--- config.mk ---
export PLATFORM = sky130hd
export DESIGN_NAME = icache_refill_ctrl
export DESIGN_NICKNAME = d
export VERILOG_FILES = /design/src/rtl/icache_refill_ctrl.sv
export SDC_FILE = /design/constraint.sdc
export NUM_CORES = 1
export LEC_CHECK = 0
export CORE_ASPECT_RATIO = 1.1
export CORE_MARGIN = 2
export CORE_UTILIZATION = 41
export DETAILED_ROUTE_END_ITERATION = 10
export PLACE_DENSITY = 0.8
export RECOVER_POWER = 100
export SYNTH_ARGS = -nofsm -noshare
export SYNTH_HDL_FRONTEND = slang
export SYNTH_SLANG_ARGS = --single-unit
--- constraint.sdc ---
create_clock -name clk -period 2.15 [get_ports clk]
set_clock_uncertainty 0.15 [all_clocks]
set_input_delay 0.43 -clock clk [delete_from_list [all_inputs] [get_ports clk]]
set_output_delay 0.43 -clock clk [all_outputs]
set_load 0.05 [all_outputs]
--- src/rtl/icache_refill_ctrl.sv ---
// icache_refill_ctrl
//   Instruction-cache refill controller. On a fetch miss it issues one burst
//   request for the enclosing cache line. It then writes each returned beat
//   into the cache data array, one word per cycle. It ends with a one-cycle
//   done or error pulse.
//
//   Optional feature macro: ICACHE_CRITICAL_WORD_FIRST_EN
//     defined   : the burst starts at the missed word and wraps within the line
//     undefined : the burst always starts at word 0 of the line
//
// Ports
//   clk, rst_n          clock, asynchronous active-low reset
//   miss_valid/addr     miss from the fetch stage; miss_ready is high in IDLE only
//   mem_req_*           burst request (valid/ready), word-aligned first-beat address
//   mem_rsp_*           response beats; mem_rsp_err is qualified by mem_rsp_valid
//   refill_we/address/data  registered write port into the cache array
//   refill_done/error   one-cycle completion / abort pulses
//   busy                controller is not idle
module icache_refill_ctrl #(
  parameter int LINE_WORDS = 8,
  parameter int ADDR_W     = 32
) (
  input  logic              clk,
  input  logic              rst_n,
  input  logic              miss_valid,
  input  logic [ADDR_W-1:0] miss_addr,
  output logic              miss_ready,
  output logic              mem_req_valid,
  output logic [ADDR_W-1:0] mem_req_addr,
  input  logic              mem_req_ready,
  input  logic              mem_rsp_valid,
  input  logic [31:0]       mem_rsp_data,
  input  logic              mem_rsp_err,
  output logic              refill_we,
  output logic [ADDR_W-1:0] refill_address,
  output logic [31:0]       refill_data,
  output logic              refill_done,
  output logic              refill_error,
  output logic              busy
);

  localparam int IDX_W = $clog2(LINE_WORDS);
  localparam int OFF_W = IDX_W + 2;
  localparam int TAG_W = ADDR_W - OFF_W;
  localparam logic [IDX_W-1:0] LAST_BEAT = IDX_W'(LINE_WORDS - 1);

  typedef enum logic [2:0] {
    S_IDLE, S_REQ, S_BURST, S_DONE, S_ERR
  } state_e;

  typedef struct packed {
    logic              we;
    logic [ADDR_W-1:0] addr;
    logic [31:0]       data;
  } refill_t;

  state_e            state_q, state_d;
  logic [TAG_W-1:0]  tag_q, tag_d;      // line base without the offset bits
  logic [IDX_W-1:0]  idx_q, idx_d;      // word index inside the line, wraps naturally
  logic [IDX_W-1:0]  cnt_q, cnt_d;      // beats accepted so far
  logic              req_valid_q, req_valid_d;
  logic [ADDR_W-1:0] req_addr_q, req_addr_d;
  refill_t           wr_q, wr_d;
  logic              done_q, done_d;
  logic              err_q, err_d;

  logic [IDX_W-1:0]  start_idx;

`ifdef ICACHE_CRITICAL_WORD_FIRST_EN
  assign start_idx = miss_addr[OFF_W-1:2];
`else
  assign start_idx = '0;
`endif

  // Byte-offset bits of the miss address are only partly consumed.
  logic unused_miss_bits;
  assign unused_miss_bits = ^miss_addr[OFF_W-1:0];

  always_comb begin
    state_d     = state_q;
    tag_d       = tag_q;
    idx_d       = idx_q;
    cnt_d       = cnt_q;
    req_valid_d = req_valid_q;
    req_addr_d  = req_addr_q;
    wr_d        = '0;
    done_d      = 1'b0;
    err_d       = 1'b0;
    case (state_q)
      S_IDLE: begin
        if (miss_valid) begin
          tag_d       = miss_addr[ADDR_W-1:OFF_W];
          idx_d       = start_idx;
          cnt_d       = '0;
          req_valid_d = 1'b1;
          req_addr_d  = {miss_addr[ADDR_W-1:OFF_W], start_idx, 2'b00};
          state_d     = S_REQ;
        end
      end
      S_REQ: begin
        // Address register is untouched here, so it stays stable while stalled.
        if (mem_req_ready) begin
          req_valid_d = 1'b0;
          state_d     = S_BURST;
        end
      end
      S_BURST: begin
        if (mem_rsp_valid) begin
          if (mem_rsp_err) begin
            err_d   = 1'b1;
            state_d = S_ERR;
          end else begin
            wr_d.we   = 1'b1;
            wr_d.addr = {tag_q, idx_q, 2'b00};
            wr_d.data = mem_rsp_data;
            idx_d     = idx_q + IDX_W'(1);
            cnt_d     = cnt_q + IDX_W'(1);
            if (cnt_q == LAST_BEAT) begin
              done_d  = 1'b1;
              state_d = S_DONE;
            end
          end
        end
      end
      S_DONE:  state_d = S_IDLE;
      S_ERR:   state_d = S_IDLE;
      default: state_d = S_IDLE;
    endcase
  end

  always_ff @(posedge clk or negedge rst_n) begin
    if (!rst_n) begin
      state_q     <= S_IDLE;
      tag_q       <= '0;
      idx_q       <= '0;
      cnt_q       <= '0;
      req_valid_q <= 1'b0;
      req_addr_q  <= '0;
      wr_q        <= '0;
      done_q      <= 1'b0;
      err_q       <= 1'b0;
    end else begin
      state_q     <= state_d;
      tag_q       <= tag_d;
      idx_q       <= idx_d;
      cnt_q       <= cnt_d;
      req_valid_q <= req_valid_d;
      req_addr_q  <= req_addr_d;
      wr_q        <= wr_d;
      done_q      <= done_d;
      err_q       <= err_d;
    end
  end

  assign miss_ready     = (state_q == S_IDLE);
  assign busy           = (state_q != S_IDLE);
  assign mem_req_valid  = req_valid_q;
  assign mem_req_addr   = req_addr_q;
  assign refill_we      = wr_q.we;
  assign refill_address = wr_q.addr;
  assign refill_data    = wr_q.data;
  assign refill_done    = done_q;
  assign refill_error   = err_q;

endmodule

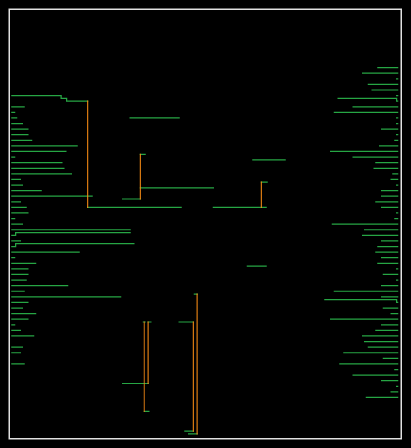
Figure 1: metal layers overlaid.
Two of the layers only.
Key: orange = metal 4 [wire length 140 µm]; green = metal 3 [wire length 801 µm]
All-Layer GR Usage: 0.168
Post-Route WL: 8080 µm
WL per Instance: 15.0 µm
DR vias: 2563

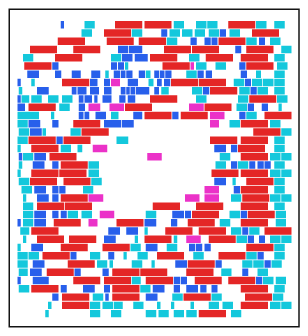
Figure 2: placement by cell class.
Key: cyan = remaining buffers and delay cells [cells 168]; red = sequential cells [cells 102]; magenta = clock drivers and dummy loads [cells 16]; blue = combinational and other logic [cells 137]
core footprint: 8870 µm²
Seq area share: 0.471

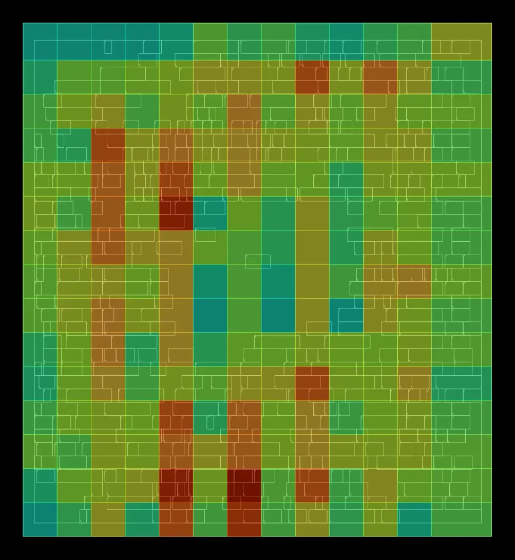
Figure 3: routing congestion map.
met3 GRT Util: 0.0580
GR Util met2: 0.267

==> results.sh <==
# yosys + openroad results
export IMPL_first_pass_iters=4
export IMPL_hold_violations=0
export IMPL_drt_vias_per_instance=4.77
export IMPL_top_cell_area_share=0.683
export IMPL_drv_cap=0
export IMPL_slew_viol_final=0
export IMPL_chip_area_um2=9890
export IMPL_crit_family="buffers and inverters"
export IMPL_rsz0062_at_grt="no"
export IMPL_taps=114
export IMPL_p_sw_frac=0.447
export IMPL_powerClk_mw=1.15
export IMPL_r2r_cells=4
export IMPL_fin_hold_ws_ps=337
export IMPL_syn_cell_area_um2=3740
export IMPL_layout_cells_non_filler=537
export IMPL_ys_sh_simple=0.141
export IMPL_dpl_instance_area_um2=5430
export IMPL_clock_latency_ps=340
export IMPL_timing_setup_tns_ps=0
export IMPL_nFillCells=749
export IMPL_ys_chip_area_um2=3740
export IMPL_min_to="cnt_q[0]$_DFFE_PN0P_"
export IMPL_clock_tree_area_fraction=0.0355
export IMPL_ant_nets=0
export IMPL_cts_buffers=9
export IMPL_buf_share=0.277
export IMPL_portBuffers=159
export IMPL_clock_sinks=102
export IMPL_antenna_found_initial=0
export IMPL_grt_busiest_layer="met2"
export IMPL_final_layout_top_logic_cell="clkdlybuf4s50_1"
export IMPL_startpoint_type="register"
export IMPL_end_kind="output port"
export IMPL_finalSetupViolations=0
export IMPL_final_cell_mix="clkdlybuf4s50_1 (128), dfrtp_1 (102), and3_1 (66)"
export IMPL_maxSlewHeadroom=0.431
export IMPL_logic_area_um2=1020
export IMPL_finalCoreUtilization=0.611
export IMPL_design_portCount=172
export IMPL_ys_ff=102
export IMPL_path_class="reg -> out"
export IMPL_cp_slowest_cell="clkdlybuf4s50_1"
export IMPL_fa_ha_area_frac=0.0100
export IMPL_ys_sh_mux=0.0914
export IMPL_clockRootBuffer="clkbuf_8"
export IMPL_outcome="finished, final reports clean"
export IMPL_syn_avg_cell_area_um2=14.4
export IMPL_reg2reg_setup_slack_ps=220
export IMPL_min_path_cells=1
export IMPL_dp_cells=520
export IMPL_cp_data_arrival_time_ps=1520
export IMPL_yosysSeqAreaShare=0.683
export IMPL_tritoncts="yes"
export IMPL_clkPwrFrac=0.176
export IMPL_min_from="cnt_q[0]$_DFFE_PN0P_"
export IMPL_dominant_cells="registers"
export IMPL_inv_count=2
export IMPL_ys_sh_aoi=0.0318
export IMPL_rr_startpoint="state_q[1]$_DFFE_PN0P_"
export IMPL_synth_cell_types=31
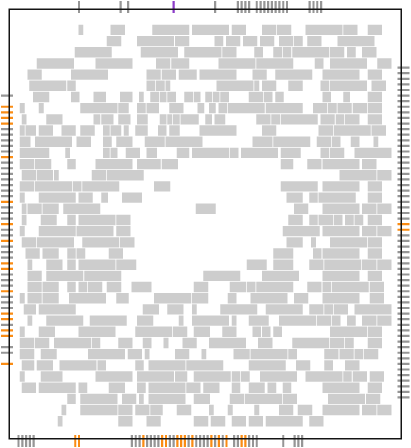
Figure 4: I/O pins on the die edge.
Pins as bars across the die edge, other pins in grey.
Key: orange = `mem_req_addr` [pins 32, direction output, edge 16 west, 14 south, 2 east]; purple = `miss_valid` [pins 1, direction input, edge north]
All pins by edge: 60 east, 46 west, 44 south, 22 north.

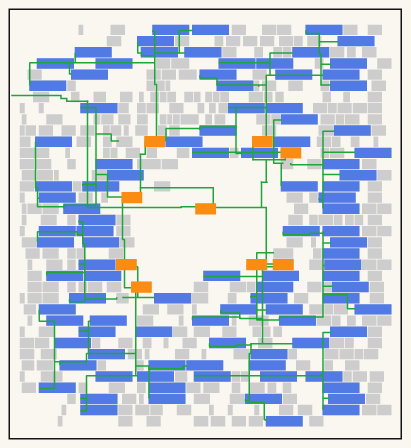
Figure 5: clock wires, drivers and flops.
Key: orange = clock drivers [count 9]; blue = flip-flops [count 102]; green = clock wires [length 1070 µm]
Position of the flops: widely spread. There are 10 routed clock nets.

-- Yosys cell counts --
cell / n
a211o_1: 2
and4_1: 2
nand2b_1: 2
clkbuf_2: 2
inv_1: 2
o22a_1: 1
clkbuf_1: 11
nand3_1: 1
nand3b_1: 2
nor3b_1: 1
nor4_1: 1
nor3_1: 1
and3_1: 66
a21oi_1: 6
dfrtp_1: 102
o21ba_2: 1
o21ai_0: 3
mux2_2: 7
and3b_1: 1
ha_1: 3
a221o_1: 3
mux2_4: 10
buf_2: 3
mux2_1: 10
nand2_1: 2
a21boi_0: 1
nor3_4: 1
conb_1: 1
buf_6: 2
buf_4: 8
nor2_4: 1
-- registers in the layout, summed over array words and instances, names as in the netlist, 3 cells and up --
signal and count:
cnt_q 3, idx_q 3, refill_address 30, refill_data 32
state_q 3, tag_q 27
